### config.mk
export PLATFORM = sky130hd
export DESIGN_NAME = id_decode_stage
export DESIGN_NICKNAME = d
export VERILOG_FILES = /design/src/rtl/id_decode_stage.sv
export SDC_FILE = /design/constraint.sdc
export NUM_CORES = 1
export LEC_CHECK = 0
export CORE_MARGIN = 10
export CORE_UTILIZATION = 52
export CTS_CLUSTER_DIAMETER = 30
export DETAILED_ROUTE_END_ITERATION = 10
export PLACE_DENSITY = 0.8
export SKIP_LAST_GASP = 1
export SLEW_MARGIN = 20
export SYNTH_ARGS = -nofsm -noshare
export SYNTH_HDL_FRONTEND = slang
export SYNTH_SLANG_ARGS = --single-unit
export TNS_END_PERCENT = 20
### constraint.sdc
create_clock -name clk -period 2 [get_ports clk]
set_input_delay 0.4 -clock clk [delete_from_list [all_inputs] [get_ports clk]]
set_output_delay 0.4 -clock clk [all_outputs]
set_load 0.02 [all_outputs]
### src/rtl/id_decode_stage.sv
// id_decode_stage
//   Registered RV32I instruction-decode stage with a valid/ready handshake.
//   Splits the instruction word into its fields and works out its format, immediate,
//   register-use flags and illegal flag. Fields that the format does not use are
//   forced to zero. The stage can hold one decoded bundle (SKID=0), or two
//   (SKID=1: output register plus skid register).
//
// Ports
//   clk, rst       rising-edge clock, synchronous active-high reset
//   flush          kills held and incoming instructions at the edge
//   in_valid/in_ready, in_ins, in_pc        fetch-side handshake and payload
//   out_valid/out_ready, out_pc              decode-side handshake and PC
//   opcode, func3, func7, rs1, rs2, rd       instruction fields, zero when unused
//   imm            immediate, sign-extended to XLEN
//   fmt            one-hot {J,U,B,S,I,R}, zero when illegal
//   rs1_used, rs2_used, rd_we, illegal       register-use and legality flags
module id_decode_stage #(
   parameter int XLEN       = 32,
   parameter bit SKID       = 1'b1,
   parameter bit ZERO_X0_WE = 1'b1
) (
   input  logic            clk,
   input  logic            rst,
   input  logic            flush,
   input  logic            in_valid,
   output logic            in_ready,
   input  logic [31:0]     in_ins,
   input  logic [XLEN-1:0] in_pc,
   output logic            out_valid,
   input  logic            out_ready,
   output logic [XLEN-1:0] out_pc,
   output logic [6:0]      opcode,
   output logic [2:0]      func3,
   output logic [6:0]      func7,
   output logic [4:0]      rs1,
   output logic [4:0]      rs2,
   output logic [4:0]      rd,
   output logic [XLEN-1:0] imm,
   output logic [5:0]      fmt,
   output logic            rs1_used,
   output logic            rs2_used,
   output logic            rd_we,
   output logic            illegal
);

   typedef struct packed {
      logic [XLEN-1:0] pc;
      logic [6:0]      opcode;
      logic [2:0]      func3;
      logic [6:0]      func7;
      logic [4:0]      rs1;
      logic [4:0]      rs2;
      logic [4:0]      rd;
      logic [XLEN-1:0] imm;
      logic [5:0]      fmt;
      logic            rs1_used;
      logic            rs2_used;
      logic            rd_we;
      logic            illegal;
   } bundle_t;

   // ------------------------------------------------------------------
   // Format classification
   // ------------------------------------------------------------------
   logic [6:0] op;
   logic       is_r, is_i, is_s, is_b, is_u, is_j, legal;

   assign op = in_ins[6:0];

   // Every legal opcode ends in 2'b11, so an instruction with ins[1:0] != 2'b11
   // never matches and is treated as illegal.
   always_comb begin
      is_r  = (op == 7'b0110011);
      is_i  = (op == 7'b0010011) || (op == 7'b0000011) || (op == 7'b1100111);
      is_s  = (op == 7'b0100011);
      is_b  = (op == 7'b1100011);
      is_u  = (op == 7'b0110111) || (op == 7'b0010111);
      is_j  = (op == 7'b1101111);
      legal = is_r | is_i | is_s | is_b | is_u | is_j;
   end

   // ------------------------------------------------------------------
   // Immediate: build the 32-bit form, then sign-extend to XLEN
   // ------------------------------------------------------------------
   logic [31:0]     imm32;
   logic [XLEN-1:0] imm_ext;

   always_comb begin
      imm32 = '0;
      if (is_i)
         imm32 = {{20{in_ins[31]}}, in_ins[31:20]};
      if (is_s)
         imm32 = {{20{in_ins[31]}}, in_ins[31:25], in_ins[11:7]};
      if (is_b)
         imm32 = {{19{in_ins[31]}}, in_ins[31], in_ins[7], in_ins[30:25], in_ins[11:8], 1'b0};
      if (is_u)
         imm32 = {in_ins[31:12], 12'b0};
      if (is_j)
         imm32 = {{11{in_ins[31]}}, in_ins[31], in_ins[19:12], in_ins[20], in_ins[30:21], 1'b0};
   end

   assign imm_ext[31:0] = imm32;

   // Upper bits exist only when XLEN=64; the loop is empty for XLEN=32.
   generate
      for (genvar gi = 32; gi < XLEN; gi++) begin : g_sext
         assign imm_ext[gi] = imm32[31];
      end
   endgenerate

   // ------------------------------------------------------------------
   // Decoded bundle for the incoming instruction
   // ------------------------------------------------------------------
   bundle_t dec;

   always_comb begin
      dec         = '0;
      dec.pc      = in_pc;
      dec.fmt     = {is_j, is_u, is_b, is_s, is_i, is_r};
      dec.illegal = ~legal;
      if (legal) begin
         dec.opcode = op;
         if (is_r | is_i | is_s | is_b) begin
            dec.func3    = in_ins[14:12];
            dec.rs1      = in_ins[19:15];
            dec.rs1_used = 1'b1;
         end
         if (is_r | is_i)
            dec.func7 = in_ins[31:25];
         if (is_r | is_s | is_b) begin
            dec.rs2      = in_ins[24:20];
            dec.rs2_used = 1'b1;
         end
         if (is_r | is_i | is_u | is_j) begin
            dec.rd    = in_ins[11:7];
            dec.rd_we = ~(ZERO_X0_WE & (in_ins[11:7] == 5'd0));
         end
         dec.imm = imm_ext;
      end
   end

   // ------------------------------------------------------------------
   // Pipeline registers
   // ------------------------------------------------------------------
   bundle_t out_reg, out_next;
   bundle_t skid_reg, skid_next;
   logic    out_valid_reg, out_valid_next;
   logic    skid_valid_reg, skid_valid_next;
   logic    in_ready_reg, in_ready_next;
   logic    in_xfer, out_xfer;

   // SKID=1 uses a registered ready. SKID=0 allows drain and load in the same cycle.
   assign in_ready  = SKID ? in_ready_reg : (out_ready | ~out_valid_reg);
   assign out_valid = out_valid_reg;

   always_comb begin
      in_xfer         = in_valid & in_ready;
      out_xfer        = out_valid_reg & out_ready;
      out_next        = out_reg;
      out_valid_next  = out_valid_reg;
      skid_next       = skid_reg;
      skid_valid_next = skid_valid_reg;

      if (skid_valid_reg) begin
         // in_ready is low while the skid is full, so only draining can happen.
         if (out_xfer) begin
            out_next        = skid_reg;
            skid_valid_next = 1'b0;
         end
      end else if (in_xfer) begin
         if (!out_valid_reg || out_xfer) begin
            out_next       = dec;
            out_valid_next = 1'b1;
         end else begin
            // This path is only reachable with SKID=1. With SKID=0, in_ready
            // excludes a stalled output.
            skid_next       = dec;
            skid_valid_next = 1'b1;
         end
      end else if (out_xfer) begin
         out_valid_next = 1'b0;
      end

      // The flushed instruction may still land in out_reg, but it is never marked valid.
      if (flush) begin
         out_valid_next  = 1'b0;
         skid_valid_next = 1'b0;
      end

      in_ready_next = ~skid_valid_next;
   end

   always_ff @(posedge clk) begin
      if (rst) begin
         out_reg        <= '0;
         skid_reg       <= '0;
         out_valid_reg  <= 1'b0;
         skid_valid_reg <= 1'b0;
         in_ready_reg   <= 1'b1;
      end else begin
         out_reg        <= out_next;
         skid_reg       <= skid_next;
         out_valid_reg  <= out_valid_next;
         skid_valid_reg <= skid_valid_next;
         in_ready_reg   <= in_ready_next;
      end
   end

   assign out_pc   = out_reg.pc;
   assign opcode   = out_reg.opcode;
   assign func3    = out_reg.func3;
   assign func7    = out_reg.func7;
   assign rs1      = out_reg.rs1;
   assign rs2      = out_reg.rs2;
   assign rd       = out_reg.rd;
   assign imm      = out_reg.imm;
   assign fmt      = out_reg.fmt;
   assign rs1_used = out_reg.rs1_used;
   assign rs2_used = out_reg.rs2_used;
   assign rd_we    = out_reg.rd_we;
   assign illegal  = out_reg.illegal;

endmodule

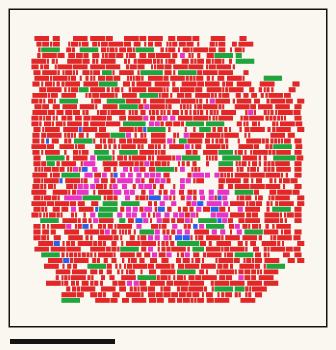
**Above:** drive-strength map.
Bar = 50 um.
Magenta stands for x3 and x4, cells 114. Red stands for x1 and smaller, cells 1,115. Blue stands for x2, cells 20. Green stands for x6 and larger, cells 62.
worst setup margin: 0.0674 ns
Non-clk bufs: 283
fin area: 12,800 um2
Area Overhead vs Synth: 43.1%

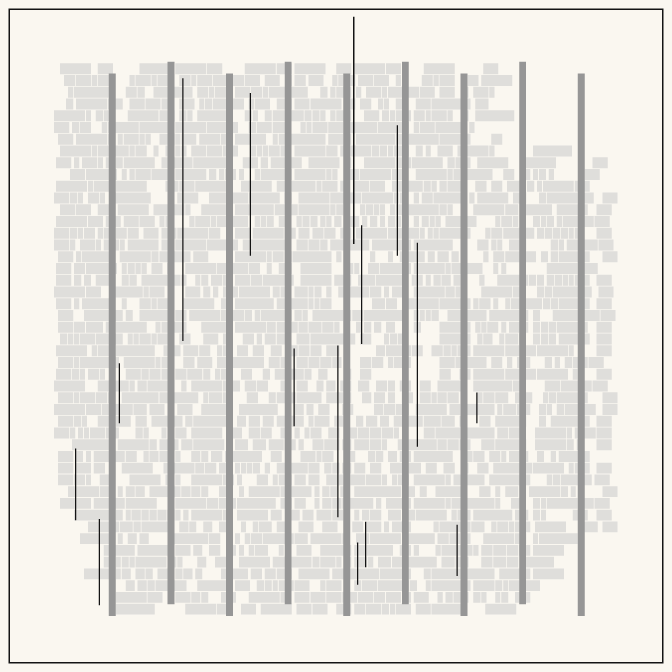
**Above:** metal 4.
Supply wires on this layer in gray.
The layer holds 1.4% of the routed length. 12 nets have wire on it. The longest straight run is 60.5 um.
final WL: 27,800 um
via count: 8,684

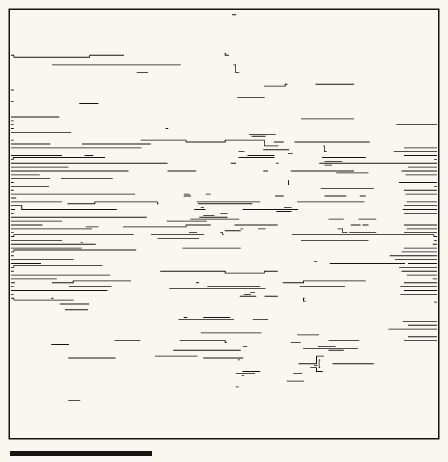
**Above:** signal wires on met3.
Bar = 50 um.
The layer carries 2,650 um of wire. 166 nets have wire on it. The wires run mostly horizontal. The layer holds 9.5% of the routed length.
GR Layer Usage met3: 7.70%

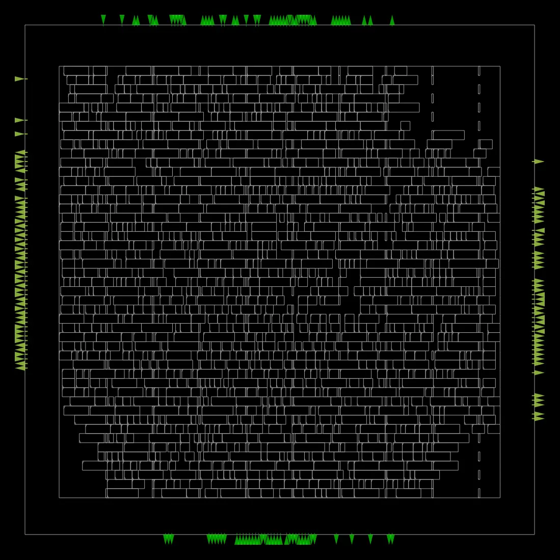
**Above:** placed standard cells.
Tapcell Cnt: 220
flip-flops: 215
CORE AREA: 16,700 um2

==> flow_summary.yaml <==
# yosys + openroad results
critical_path:
  start_kind: "register"
  arrival_ns: 1.53
  slowest_delay_ns: 0.68
  path_buffers: 1
  worstPathMaxFanout: 2
  cp.required_ns: 1.60
  cp-end-kind: "primary output"
  r2r_cells: 4
clocking:
  clk_latency_ns: 0.52
  clockRootBuffer: "clkbuf_16"
  h-tree-depth: 2
  postCtsHoldBufs: 0
  cts_max_path_buffers: 3
  post_cts_buffers: 0
  cts_tree: "built"
  path_clk_slew_ns: 0.05
sta:
  setup_viol: 0
  rsz0062_at_grt: "false"
  maxSlewHeadroom_pct: 42.9
  tightest_slew_ns: 0.853
  holdWs_ns: 0.172
  finalClockSkew_ns: 0.0178
  slew_viol_final: 0
  fin_crit_ns: 1.93
  finalCritPeriodShare_pct: 96.6
yosys:
  synth.area.top_cells: "dfxtp_1 48%, nor2_1 7.5%, nand2_1 5.2%, a211oi_1 4.3%, a21oi_1 4.3%"
  flop_cell: "dfxtp_1"
  ys_chip_area_um2: 8920
  ys_sh_simple_pct: 20.8
  yosysSeqAreaShare_pct: 48.3
  yosysTopAreaCellShare_pct: 48.3
  synth-edff-count: 0
  top_cells_by_count: "215 x dfxtp_1, 178 x nor2_1, 124 x nand2_1"
  synthCells: 1050
  synthAoiAreaFrac_pct: 21.8
  syn-num-nets: 1119
  top_cell: "dfxtp_1"
run:
  log.warning_count: 29
cells_and_area:
  inverters: 4
  clk_share_pct: 10.5
  fin_util_pct: 76.4
  largest_reg_flops: 106
  sh_comb_area_pct: 32.6
  layout_top_cell: "dfxtp_1"
  nNetsFinal: 1352
floorplan:
  row_count: 47
  die_width_um: 151
  fp.dieArea_um2: 22800
  fp_util_pct: 53.4
place:
  hpwl_um: 19000
  gp_congestion: 0.898
  dp_worst_setup_slack_ns: -0.371
  place_inst: 1460
pwr:
  power.share.sequential_pct: 36.0
  clkPwrFrac_pct: 52.4
  pwr_density_cell_nw_per_um2: 988
  ir_drop_uv: 776
route:
  drtPass1Iterations: 5
  drc_errors: 0
  met1Wirelength_um: 11500
  route.met2.wl_um: 13300
  final_antenna_net_count: 0
global_routing:
  antenna_found_initial: 0
  grt.busiest_layer: "met2"
hold_path:
  hold_start: "rst"
run_status:
  outcome: "completed"
No activity file was given, so power comes from the tool's default toggle rates.
